**Run 1: selected gate families**

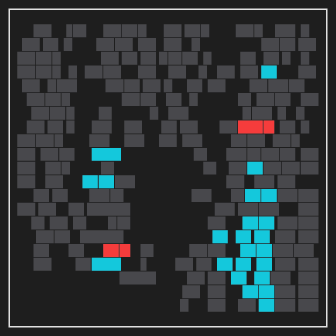
**Run 1: supply network**

Pins as bars on the die edge.
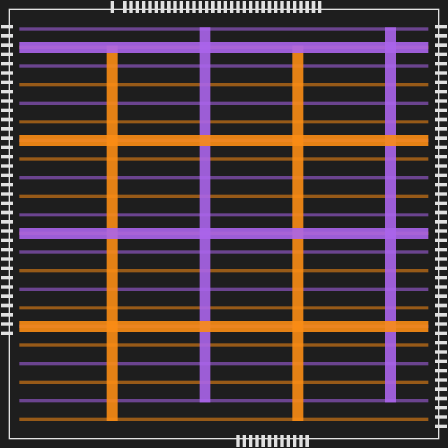
**Run 1: pin map**

Pins as bars across the die edge, other pins in grey.
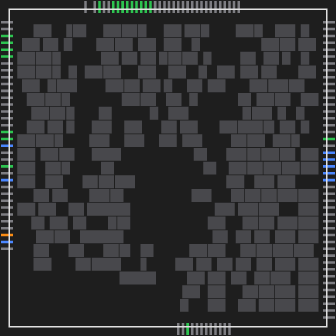
**Run 1: metal 1**

Supply wires on this layer in grey.
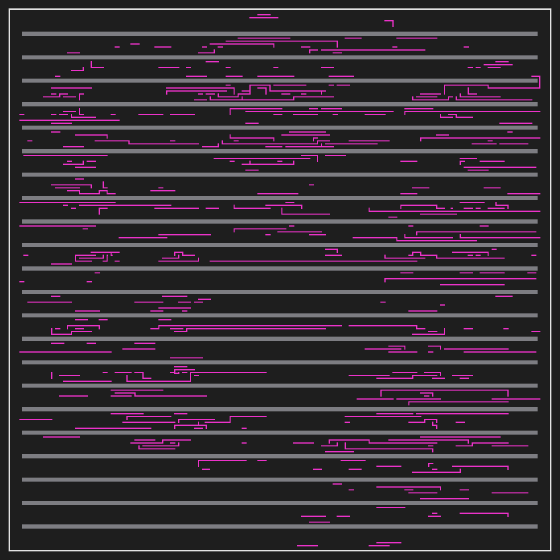
===== config.mk =====
export PLATFORM = sky130hd
export DESIGN_NAME = wb8_arbiter2
export DESIGN_NICKNAME = d
export VERILOG_FILES = /design/src/rtl/wb8_arbiter2_pkg.sv /design/src/rtl/wb8_arbiter2.sv
export SDC_FILE = /design/constraint.sdc
export NUM_CORES = 1
export LEC_CHECK = 0
export CAP_MARGIN = 20
export CORE_UTILIZATION = 17
export CTS_CLUSTER_SIZE = 10
export DETAILED_ROUTE_END_ITERATION = 8
export GPL_TIMING_DRIVEN = 0
export PLACE_DENSITY = 0.79
export SLEW_MARGIN = 10
export SYNTH_ARGS = -nofsm -noshare
export SYNTH_HDL_FRONTEND = slang
export SYNTH_SLANG_ARGS = --single-unit

===== constraint.sdc =====
create_clock -name I_wb_clk -period 1.3 [get_ports I_wb_clk]
set_clock_uncertainty 0.2 [all_clocks]
set_input_delay 0.26 -clock I_wb_clk [delete_from_list [all_inputs] [get_ports I_wb_clk]]
set_output_delay 0.26 -clock I_wb_clk [all_outputs]
set_load 0.01 [all_outputs]

===== src/rtl/wb8_arbiter2_pkg.sv =====
// Shared definitions for the two-master 8-bit Wishbone arbiter: grant states
// and the read value returned when a stalled access is forcibly completed.
package wb8_arbiter2_pkg;

  typedef enum logic [1:0] {
    ST_IDLE = 2'd0,
    ST_GNT0 = 2'd1,
    ST_GNT1 = 2'd2
  } arb_state_e;

  localparam logic [7:0] FORCED_RD_DAT = 8'hFF;

endpackage


===== src/rtl/wb8_arbiter2.sv =====
// Two-master to one-slave Wishbone arbiter; grant is held for a whole CYC burst.
// Optional watchdog that force-acks a hung slave: define WB8_ARB_TIMEOUT_EN.
module wb8_arbiter2
  import wb8_arbiter2_pkg::*;
#(
  parameter int ADRBITS        = 19,
  parameter int ROUND_ROBIN    = 1,
  parameter int TIMEOUT_CYCLES = 255
) (
  input  logic               I_wb_clk,
  input  logic               I_reset,
  input  logic               I_m0_cyc,
  input  logic               I_m0_stb,
  input  logic               I_m0_we,
  input  logic [ADRBITS-1:0] I_m0_adr,
  input  logic [7:0]         I_m0_dat,
  output logic [7:0]         O_m0_dat,
  output logic               O_m0_ack,
  output logic               O_m0_stall,
  input  logic               I_m1_cyc,
  input  logic               I_m1_stb,
  input  logic               I_m1_we,
  input  logic [ADRBITS-1:0] I_m1_adr,
  input  logic [7:0]         I_m1_dat,
  output logic [7:0]         O_m1_dat,
  output logic               O_m1_ack,
  output logic               O_m1_stall,
  output logic               O_s_cyc,
  output logic               O_s_stb,
  output logic               O_s_we,
  output logic [ADRBITS-1:0] O_s_adr,
  output logic [7:0]         O_s_dat,
  input  logic [7:0]         I_s_dat,
  input  logic               I_s_ack,
  input  logic               I_s_stall,
  output logic               O_timeout
);

  localparam logic [15:0] TO_LAST = 16'(TIMEOUT_CYCLES - 1);

  arb_state_e state_q, state_d;
  logic       last_q, last_d;
  logic       gnt0, gnt1, sel_stb, timeout_fire;

  always_comb begin
    state_d = state_q;
    last_d  = last_q;
    case (state_q)
      ST_IDLE: begin
        if (I_m0_cyc && I_m1_cyc)
          state_d = (ROUND_ROBIN != 0 && !last_q) ? ST_GNT1 : ST_GNT0;
        else if (I_m0_cyc)
          state_d = ST_GNT0;
        else if (I_m1_cyc)
          state_d = ST_GNT1;
      end
      ST_GNT0: if (!I_m0_cyc) begin
        state_d = ST_IDLE;
        last_d  = 1'b0;
      end
      ST_GNT1: if (!I_m1_cyc) begin
        state_d = ST_IDLE;
        last_d  = 1'b1;
      end
      default: state_d = ST_IDLE;
    endcase
  end

  always_ff @(posedge I_wb_clk) begin
    if (I_reset) begin
      state_q <= ST_IDLE;
      last_q  <= 1'b1;
    end else begin
      state_q <= state_d;
      last_q  <= last_d;
    end
  end

  // A grant is live only while its master still holds CYC; the release cycle
  // and a reset cycle both look like IDLE on every output.
  assign gnt0    = !I_reset && (state_q == ST_GNT0) && I_m0_cyc;
  assign gnt1    = !I_reset && (state_q == ST_GNT1) && I_m1_cyc;
  assign sel_stb = (gnt0 && I_m0_stb) || (gnt1 && I_m1_stb);

`ifdef WB8_ARB_TIMEOUT_EN
  logic [15:0] cnt_q, cnt_d;
  logic        timeout_q, timeout_d;

  assign timeout_fire = sel_stb && !I_s_ack && (cnt_q == TO_LAST);

  always_comb begin
    cnt_d     = cnt_q + 16'd1;
    timeout_d = timeout_q;
    if (!sel_stb || I_s_ack || timeout_fire)
      cnt_d = 16'd0;
    if (timeout_fire)
      timeout_d = 1'b1;
  end

  always_ff @(posedge I_wb_clk) begin
    if (I_reset) begin
      cnt_q     <= 16'd0;
      timeout_q <= 1'b0;
    end else begin
      cnt_q     <= cnt_d;
      timeout_q <= timeout_d;
    end
  end

  assign O_timeout = timeout_q;
`else
  logic unused_timeout_cfg;
  assign unused_timeout_cfg = ^TO_LAST;
  assign timeout_fire       = 1'b0;
  assign O_timeout          = 1'b0;
`endif

  always_comb begin
    O_s_cyc    = 1'b0;
    O_s_stb    = 1'b0;
    O_s_we     = 1'b0;
    O_s_adr    = '0;
    O_s_dat    = 8'h00;
    O_m0_dat   = 8'h00;
    O_m0_ack   = 1'b0;
    O_m0_stall = 1'b1;
    O_m1_dat   = 8'h00;
    O_m1_ack   = 1'b0;
    O_m1_stall = 1'b1;
    if (gnt0) begin
      O_s_cyc    = 1'b1;
      O_s_stb    = I_m0_stb && !timeout_fire;
      O_s_we     = I_m0_we;
      O_s_adr    = I_m0_adr;
      O_s_dat    = I_m0_dat;
      O_m0_dat   = timeout_fire ? FORCED_RD_DAT : I_s_dat;
      O_m0_ack   = I_s_ack || timeout_fire;
      O_m0_stall = I_s_stall;
    end else if (gnt1) begin
      O_s_cyc    = 1'b1;
      O_s_stb    = I_m1_stb && !timeout_fire;
      O_s_we     = I_m1_we;
      O_s_adr    = I_m1_adr;
      O_s_dat    = I_m1_dat;
      O_m1_dat   = timeout_fire ? FORCED_RD_DAT : I_s_dat;
      O_m1_ack   = I_s_ack || timeout_fire;
      O_m1_stall = I_s_stall;
    end
  end

endmodule

==> out/metrics.csv, run 1 <==
stage;metric;value;unit
sta;hold_ws;201.0;ps
sta;PnR worst setup slack;-651.5;ps
power;Lkg Pwr;0.9566;nW
sta;cycle use final;150.1;%
worst_setup_path;Arrival @ worst endpoint;1490;ps
die;Die X;62.60;um
die;Die Ht;62.60;um
yosys;Cell area leaders;a22o_1, and2_1, dfxtp_1;
power;Worst VDD drop;0.0003599;V
global_routing;GR Util All Layers;17.95;%
clocking;clock root buffer;clkbuf_4;
die;Die Area;3919;sq um
clocking;clk buf depth;2;
die;IO Pins;123;
sta;total negative slack;-28250;ps
placement;dpl cells;240;
final_layout;non-filler cells, final;258;
yosys;Mapped Cells;73;
global_routing;largest net degree at the start of global routing;11;
yosys;Synth Area in Adders;0;%
worst_setup_path;critical path fanouts, max;5;
sta;Tmin final;1951;ps
placement;placer's final routability congestion estimate;0.7499;
clocking;Clock Latency Late Sink;240;ps
yosys;Yosys cell types;16;
clocking;Clock Sinks;3;
power;Gate power share;58.5;%
run_status;status;finished with violations;
global_routing;initial antenna violation count;0;
clocking;cts repair resizes;237;
routing;DR WL/cell;13.65;um
yosys;Synth Area in Compound Gates;41.48;%
yosys;simple share;35.47;%
placement;instance area at placement;1957;sq um
run_status;failing checks;negative setup slack;
yosys;Syn Std Cell Area;624.3;sq um
yosys;Largest logic family;AND-OR/OR-AND gates;
final_layout;number of filler cells placed in the layout;313;
placement;HPWL Detailed;2.873;mm
yosys;Syn Area/Cell;8.553;sq um
yosys;Post-synth mux share;0;%
routing;DRC violations left;0;
clocking;total CTS buffers;3;
power;switching portion of total power;25.67;%
job;Max-Cap Viols;0;
placement;Post-Place Setup Slack;-1169;ps
placement;IO buf count;121;
sta;endpoints failing setup;50;
Back to the opening pictures, 'selected gate families':
Red marks nand cells, cells 4, most used nand2b_1. Cyan marks and/or cells, cells 23, most used and2_4.

Back to the opening pictures, 'supply network':
Purple marks VDD. Orange marks VSS.
The core has 21 rows. 4 straps on met4. 22 met1 rails follow the rows. 123 signal pins sit on the boundary.

Back to the opening pictures, 'pin map':
Orange marks I_m0_cyc, pins 1, direction input, edge west. Green marks I_m1_adr, pins 19, direction input, edge 10 north, 7 west, 1 south, 1 east. Blue marks I_m0_dat, pins 8, direction input, edge 5 east, 3 west.

Back to the opening pictures, 'metal 1':
228 nets have wire on it. The layer holds 36% of the routed length. The longest straight run is 23.9 um. The wires run mostly horizontal.

-- run 1: cell usage after synthesis (all sizes together) --
cell type,n
conb,1
a22o,29
and4bb,2
dfxtp,3
and3b,1
and2,18
buf,9
nor3b,1
nand4b,1
nand2b,3
or2,1
or3b,1
nor4b,2
o21ai,1
-- run 1: cell families after synthesis --
logic type      after synthesis
flops                         3
simple gates                 30
other cells                   1
buf+inv                       9
compound gates               30
-- run 1: flip-flops by register name, summed over array words and instances, names as in the netlist --
name / flops
last_q: 1
state_q: 2
-- run 1: worst max-delay path: stages (launching register included) --
cell,delay (ps)
dfxtp_4,350
and4bb_4,220
buf_6,120
buf_6,110
buf_6,120
a22o_1,190
buf_2,140
-- run 1: final cells by class --
type | count | area (sq um) | area share (%)
well taps | 46 | 57.56 | 2.877
multi-input cells | 61 | 539.3 | 26.95
plain buffers | 7 | 75.07 | 3.752
flip-flops and latches | 3 | 67.56 | 3.377
repair buffers | 137 | 1235 | 61.73
clock buffers | 4 | 26.28 | 1.313
-- run 1: final timing paths --
path | from | to | slack (ps) | cells past startpoint
max | state_q[1] | O_s_adr[1] | -650 | 6
min | I_reset | state_q[0] | 200 | 2
max reg2reg | state_q[1] | state_q[1] | 190 | 2
min reg2reg | state_q[1] | state_q[0] | 340 | 2
-- run 1: power groups by stage --
stage                     Clock (mW)  Combinational, mW  Sequential [mW]
after global placement             0              0.379            0.104
after global routing           0.191              0.410            0.102
after floorplan                    0             0.0920            0.103
final                          0.174              0.386            0.101
after detailed placement           0              0.385            0.105
after CTS                      0.178              0.383            0.102
-- run 1: metal layers --
metal	up-vias	GRT usage [%]	wire, um
met1	508	18.19	1272
met4	0	3.198	15
met3	4	5.109	352
met5	-	0	0
li1	558	-	-
met2	83	35.87	1880
==> run 2: changes to the inputs <==
Settings changed: CTS_CLUSTER_SIZE 10 to 12, HOLD_SLACK_MARGIN set to 0.06, SLEW_MARGIN 10 to unset.
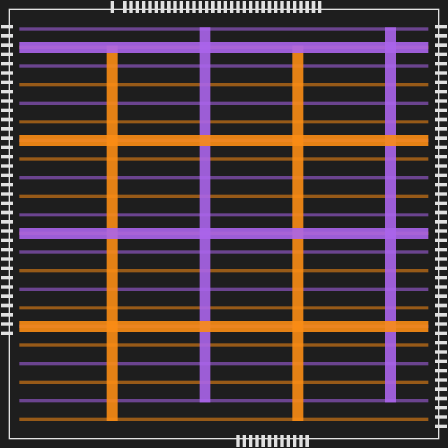
**Above:** run 2 (supply network).
Pins as bars on the die edge.
Purple marks VDD. Orange marks VSS.
123 signal pins sit on the boundary. 4 straps on met4.

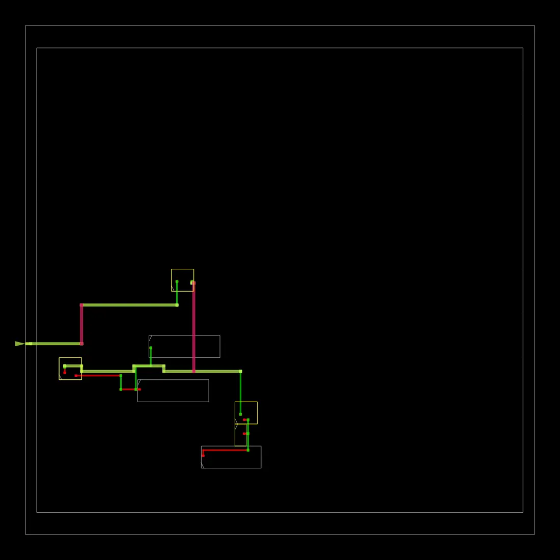
**Above:** run 2 (clock wiring as the flow saved it).
Clock Buffer Count: 4
Clock Latency Late Sink: 240 ps
Clock Sinks: 3
total CTS buffers: 3
flip-flop and latch count: 3

==> run 2 against run 1 <==
Critical path depth did not move. Hold slack is the same. Register-to-register slack about the same. Core utilization did not move. Synthesized area did not move. The run still ends with negative setup slack left. Global-route usage unchanged. Final cell count did not move. Routed wire length did not move. Count of clock-buffer cells in the layout unchanged. Critical path type unchanged. Worst setup slack is the same.
==> out/metrics.csv, run 2 <==
stage;metric;value;unit;change
run_status;status;finished with violations;;
run_status;failing checks;negative setup slack;;
placement;Post-Place Setup Slack;-1169;ps;unchanged
yosys;Synth Area in Compound Gates;41.48;%;unchanged
worst_setup_path;crit path capture;O_s_adr[1];;
yosys;Syn Std Cell Area;624.3;sq um;unchanged
routing;DRC violations left;0;;unchanged
job;Max-Cap Viols;0;;unchanged
min_path;HP Start;I_reset;;
routing;DR WL/cell;13.65;um;unchanged
worst_setup_path;critical path depth in cells;6;;unchanged
clocking;clk buf depth;2;;unchanged
sta;Tmin final;1951;ps;unchanged
worst_setup_path;critical path fanouts, max;5;;unchanged
sta;endpoints failing setup;50;;unchanged
worst_setup_path;WP buf/inv;4;;unchanged
clocking;clock root buffer;clkbuf_4;;
die;Die Area;3919;sq um;unchanged
worst_setup_path;Top Family by Delay on Critical Path;buffers and inverters;;
yosys;EDFF count, synth;0;;unchanged
yosys;Yosys cell types;16;;unchanged
power;Worst VDD drop;0.0003599;V;unchanged
worst_setup_path;CP cell instances;and4bb_4 -> buf_6 -> buf_6 -> buf_6 -> a22o_1 -> buf_2;;
yosys;Syn Area/Cell;8.553;sq um;unchanged
yosys;Cell area leaders;a22o_1, and2_1, dfxtp_1;;
worst_setup_path;Arrival @ worst endpoint;1490;ps;about the same
placement;instance area at placement;1957;sq um;unchanged
worst_setup_path;Crit path top cell by count;buf_6;;
sta;PnR worst setup slack;-651.5;ps;unchanged
worst_setup_path;Critical path origin;state_q[1];;
worst_setup_path;FF-to-FF path depth;2;;unchanged
final_layout;Largest Register;state_q;;
global_routing;largest net degree at the start of global routing;11;;unchanged
yosys;Post-synth top cells;a22o_1, and2_1, buf_4, buf_6;;
global_routing;GR Util All Layers;17.95;%;unchanged
final_layout;largest registers;state_q: 2 flops, last_q: 1 flops;;
worst_setup_path;r2r endpoint;state_q[1];;
yosys;most numerous cell in the Yosys netlist;a22o_1;;
yosys;Async S/R FF share, synth;0;%;unchanged
yosys;Synth Area in Adders;0;%;unchanged
yosys;Post-synth mux share;0;%;unchanged
==> run 2: cell counts after synthesis <==
No cell type changed its count.
==> run 2: worst min-delay path by stage <==
stage | cells past startpoint | endpoint
global route | 2 | state_q[0]
finish | 2 | state_q[0]
global placement | 1 | state_q[1]
floorplan | 1 | state_q[1]
CTS | 2 | state_q[0]
detailed placement | 1 | state_q[0]
==> run 2: metal layers <==
layer | track usage [%] | wire length, um | share of wire [%]
met1 | 18.19 | 1272 | 36
met2 | 35.87 | 1880 | 53
met3 | 5.109 | 352 | 10
met4 | 3.198 | 15 | 0.43
met5 | 0 | 0 | 0
==> run 2: repair_timing <==
| action | 4_1_cts | 5_1_grt |
|---|---|---|
| resized | 237 | 3 |
| buffers inserted | 8 | 4 |
| gates cloned | 4 | 0 |
| pin swaps | 3 | 3 |
| setup endpoints to repair | 50 | 50 |
==> run 2: final cells by class <==
cell class              count  area [sq um]  share of cell area (%)
repair buffers            137          1235                   61.73
plain buffers               7         75.07                   3.752
clock buffers               4         26.28                   1.313
well taps                  46         57.56                   2.877
flip-flops and latches      3         67.56                   3.377
multi-input cells          61         539.3                   26.95
==> run 2: power breakdown <==
part / switching [mW] / internal [mW]
logic: 0.107 / 0.280
registers: 0.00498 / 0.0958
clock network: 0.0579 / 0.116
==> run 2: metrics by stage <==
step           TNS, ps  total power, mW  hold WS (ps)  cells  util [%]
2_1_floorplan    -5006           0.1954         131.0     73         -
3_5_place_dp    -57150           0.4906         255.8    240     57.29
4_1_cts         -28850           0.6625         200.6    255     57.66
5_1_grt         -31170           0.7021         220.6    258     58.57
3_3_place_gp    -55690           0.4831         227.9    240     57.29
6_report        -28250           0.6606         201.0    258     58.57
==> run 3: changes to the inputs <==
==> constraint.sdc (replaced) <==
create_clock -name I_wb_clk -period 1.3 [get_ports I_wb_clk]
set_clock_uncertainty 0.2 [all_clocks]
set_input_delay 0.13 -clock I_wb_clk [delete_from_list [all_inputs] [get_ports I_wb_clk]]
set_output_delay 0.13 -clock I_wb_clk [all_outputs]
set_load 0.01 [all_outputs]
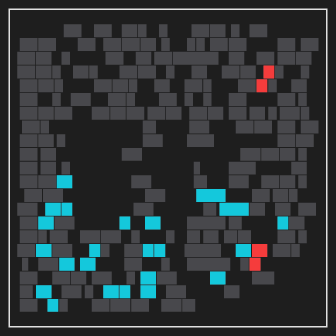
**Above:** run 3 (selected gate families).
Cyan marks and/or cells, cells 23, most used and2_4. Red marks nand cells, cells 4, most used nand2b_1.

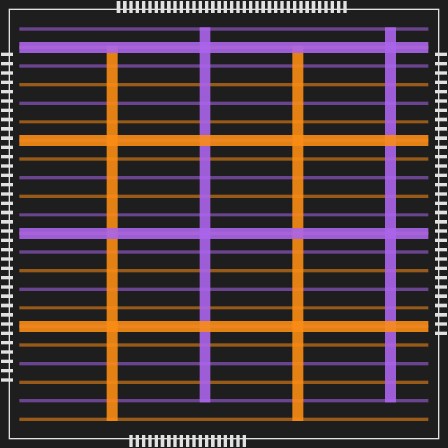
**Above:** run 3 (supply network).
Pins as bars on the die edge.
Orange marks VSS. Purple marks VDD.
4 straps on met5. 123 signal pins sit on the boundary. 22 met1 rails follow the rows. The core has 21 rows. 4 straps on met4.

==> run 3 against run 2 <==
The flow still finishes with violations (negative setup slack). Power is 4.7% lower. Largest cell class unchanged. Count of clock-buffer cells in the layout stayed put. Hold slack worse by 160 ps.
==> out/metrics.csv, run 3 <==
stage;metric;value;unit;change
run_status;status;finished with violations;;
run_status;failing checks;negative setup slack;;
final_layout;Largest Register;state_q;;
final_layout;Seq/total area;3.392;%;+0.015 points
yosys;Yosys cell types;16;;unchanged
worst_setup_path;CP cell instances;and4bb_4 -> buf_4 -> buf_6 -> a22o_1 -> buf_2;;
power;Power Internal;0.4804;mW;-2.2%
yosys;EDFF count, synth;0;;unchanged
power;Worst VDD drop;0.0001636;V;-55%
yosys;Dominant cell area share;40.68;%;
die;Site Rows;21;;
clocking;total CTS buffers;3;;unchanged
yosys;Async S/R FF share, synth;0;%;unchanged
routing;DRC violations left;0;;unchanged
sta;PnR worst setup slack;-427.8;ps;+223.7 ps
min_path;worst hold path depth;2;;unchanged
power;Gate power share;58.2;%;-0.3 points
global_routing;largest net degree at the start of global routing;11;;unchanged
die;tap cells;46;;unchanged
die;Die Area;3919;sq um;unchanged
yosys;main flop type;dfxtp_1;;
global_routing;GR Util All Layers;15.92;%;-2.0 points
sta;endpoints failing setup;50;;unchanged
clocking;clock root buffer;clkbuf_4;;
final_layout;Final clock-cell share;1.370;%;+0.057 points
yosys;Syn Std Cell Area;624.3;sq um;unchanged
clocking;Clock Sinks;3;;unchanged
final_layout;fin util;56.15;%;-2.4 points
min_path;HP Start;I_m0_cyc;;
global_routing;initial antenna violation count;0;;
final_layout;Clock Buffer Count;4;;unchanged
final_layout;bufs w/o clock;141;;-2.1%
yosys;Synth Area in Adders;0;%;unchanged
worst_setup_path;WP buf/inv;3;;-1
routing;Met1 Wirelength;1.178;mm;-7.4%
worst_setup_path;FF-to-FF path depth;3;;+1
yosys;Post-synth top cells;a22o_1, and2_1, buf_4, buf_6;;
final_layout;highest-count logic cell in the final layout;clkdlybuf4s50_1;;
power;sequential share of power;16.0;%;+0.7 points
final_layout;MI comb cells;61;;unchanged
final_layout;nets@finish;282;;
placement;Post-Place Setup Slack;-917.3;ps;+251.8 ps
sta;total negative slack;-19510;ps;+8741 ps
worst_setup_path;critical path fanouts, max;5;;unchanged
min_path;Hold Path End;state_q[0];;
yosys;most numerous cell in the Yosys netlist;a22o_1;;
yosys;Syn Area/Cell;8.553;sq um;unchanged
power;Tot Pwr;0.6296;mW;-4.7%
worst_setup_path;CP peak stage delay;350;ps;
power;switching portion of total power;23.70;%;-2.0 points
final_layout;Logic area;511.7;sq um;-5.1%
final_layout;Non-Clock Buffer Area Fraction;65.56;%;+0.080 points
power;sw power;0.1492;mW;-12%
yosys;Synth Area in Compound Gates;41.48;%;unchanged
final_layout;register area;65.06;sq um;-3.7%
sta;Tmin final;1728;ps;-223.7 ps
yosys;Cell area leaders;a22o_1, and2_1, dfxtp_1;;
clocking;Clock Latency Late Sink;230;ps;about the same
final_layout;largest registers;state_q: 2 flops, last_q: 1 flops;;
routing;DR WL/cell;12.45;um;-8.7%
routing;met2 wire len;1.670;mm;-11%
clocking;cts repair resizes;221;;-6.8%
worst_setup_path;Arrival @ worst endpoint;1400;ps;-90 ps
final_layout;Biggest Area Class;buffers;;
final_layout;logic share of the area;26.68;%;-0.27 points
worst_setup_path;r2r endpoint;last_q;;
clocking;setup repair bufs after CTS;4;;-4
yosys;Post-synth mux share;0;%;unchanged
final_layout;flip-flop and latch count;3;;unchanged
clocking;clk buf depth;2;;unchanged
job;Max-Cap Viols;0;;unchanged
routing;Top Layer Used;met3;;
worst_setup_path;Top Family by Delay on Critical Path;buffers and inverters;;
final_layout;area grow syn2layout;207.2;%;
power;clock share of power;25.8;%;-0.5 points
[run 3: cell count changes in the layout (fill, tap and decap cells not counted), sizes merged]
| cell | before | now |
|---|---|---|
| dlygate4sd2 | 3 | 2 |
| clkbuf | 4 | 5 |
| dlymetal6s2s | 0 | 1 |
| buf | 73 | 69 |
[run 3: cells by family after synthesis]
kind of cell | Yosys count
AOI/OAI and AO/OA | 30
and+or+nand+nor | 30
buffers and inverters | 9
DFF | 3
other | 1
[run 3: how the worst max path moves through the flow]
| stage | cells after the start | from | slack [ps] | end |
|---|---|---|---|---|
| floorplan | 3 | state_q[1] | 6 | O_s_adr[0] |
| global placement | 5 | I_reset | -920 | O_m1_dat[7] |
| detailed placement | 5 | I_reset | -920 | O_m1_ack |
| CTS | 5 | state_q[1] | -480 | O_s_adr[4] |
| global route | 5 | state_q[1] | -490 | O_s_adr[4] |
| finish | 5 | state_q[1] | -430 | O_s_dat[2] |
[run 3: through the flow]
stage | hold WS [ps] | instances | cell area [sq um]
2_1_floorplan | 8.494 | 73 | 624.3
3_3_place_gp | 297.7 | 240 | 1893
3_5_place_dp | 307.3 | 240 | 1893
4_1_cts | 79.82 | 251 | 1772
5_1_grt | 44.62 | 255 | 1918
6_report | 38.71 | 255 | 1918
[run 3: power by group through the flow]
stage                     Sequential (mW)  Clock (mW)  Combinational (mW)
after global routing                0.102       0.179               0.394
after floorplan                     0.103           0              0.0829
final                               0.101       0.163               0.366
after global placement              0.104           0               0.365
after detailed placement            0.104           0               0.367
after CTS                           0.102       0.172               0.351
[run 3: layer usage]
| metal | global-route usage [%] | vias up |
|---|---|---|
| met3 | 3.832 | 0 |
| met1 | 16.65 | 469 |
| met2 | 30.57 | 67 |
| li1 | - | 556 |
| met5 | 0 | - |
| met4 | 5.233 | 0 |
Power is estimated from default activity; no workload was simulated.
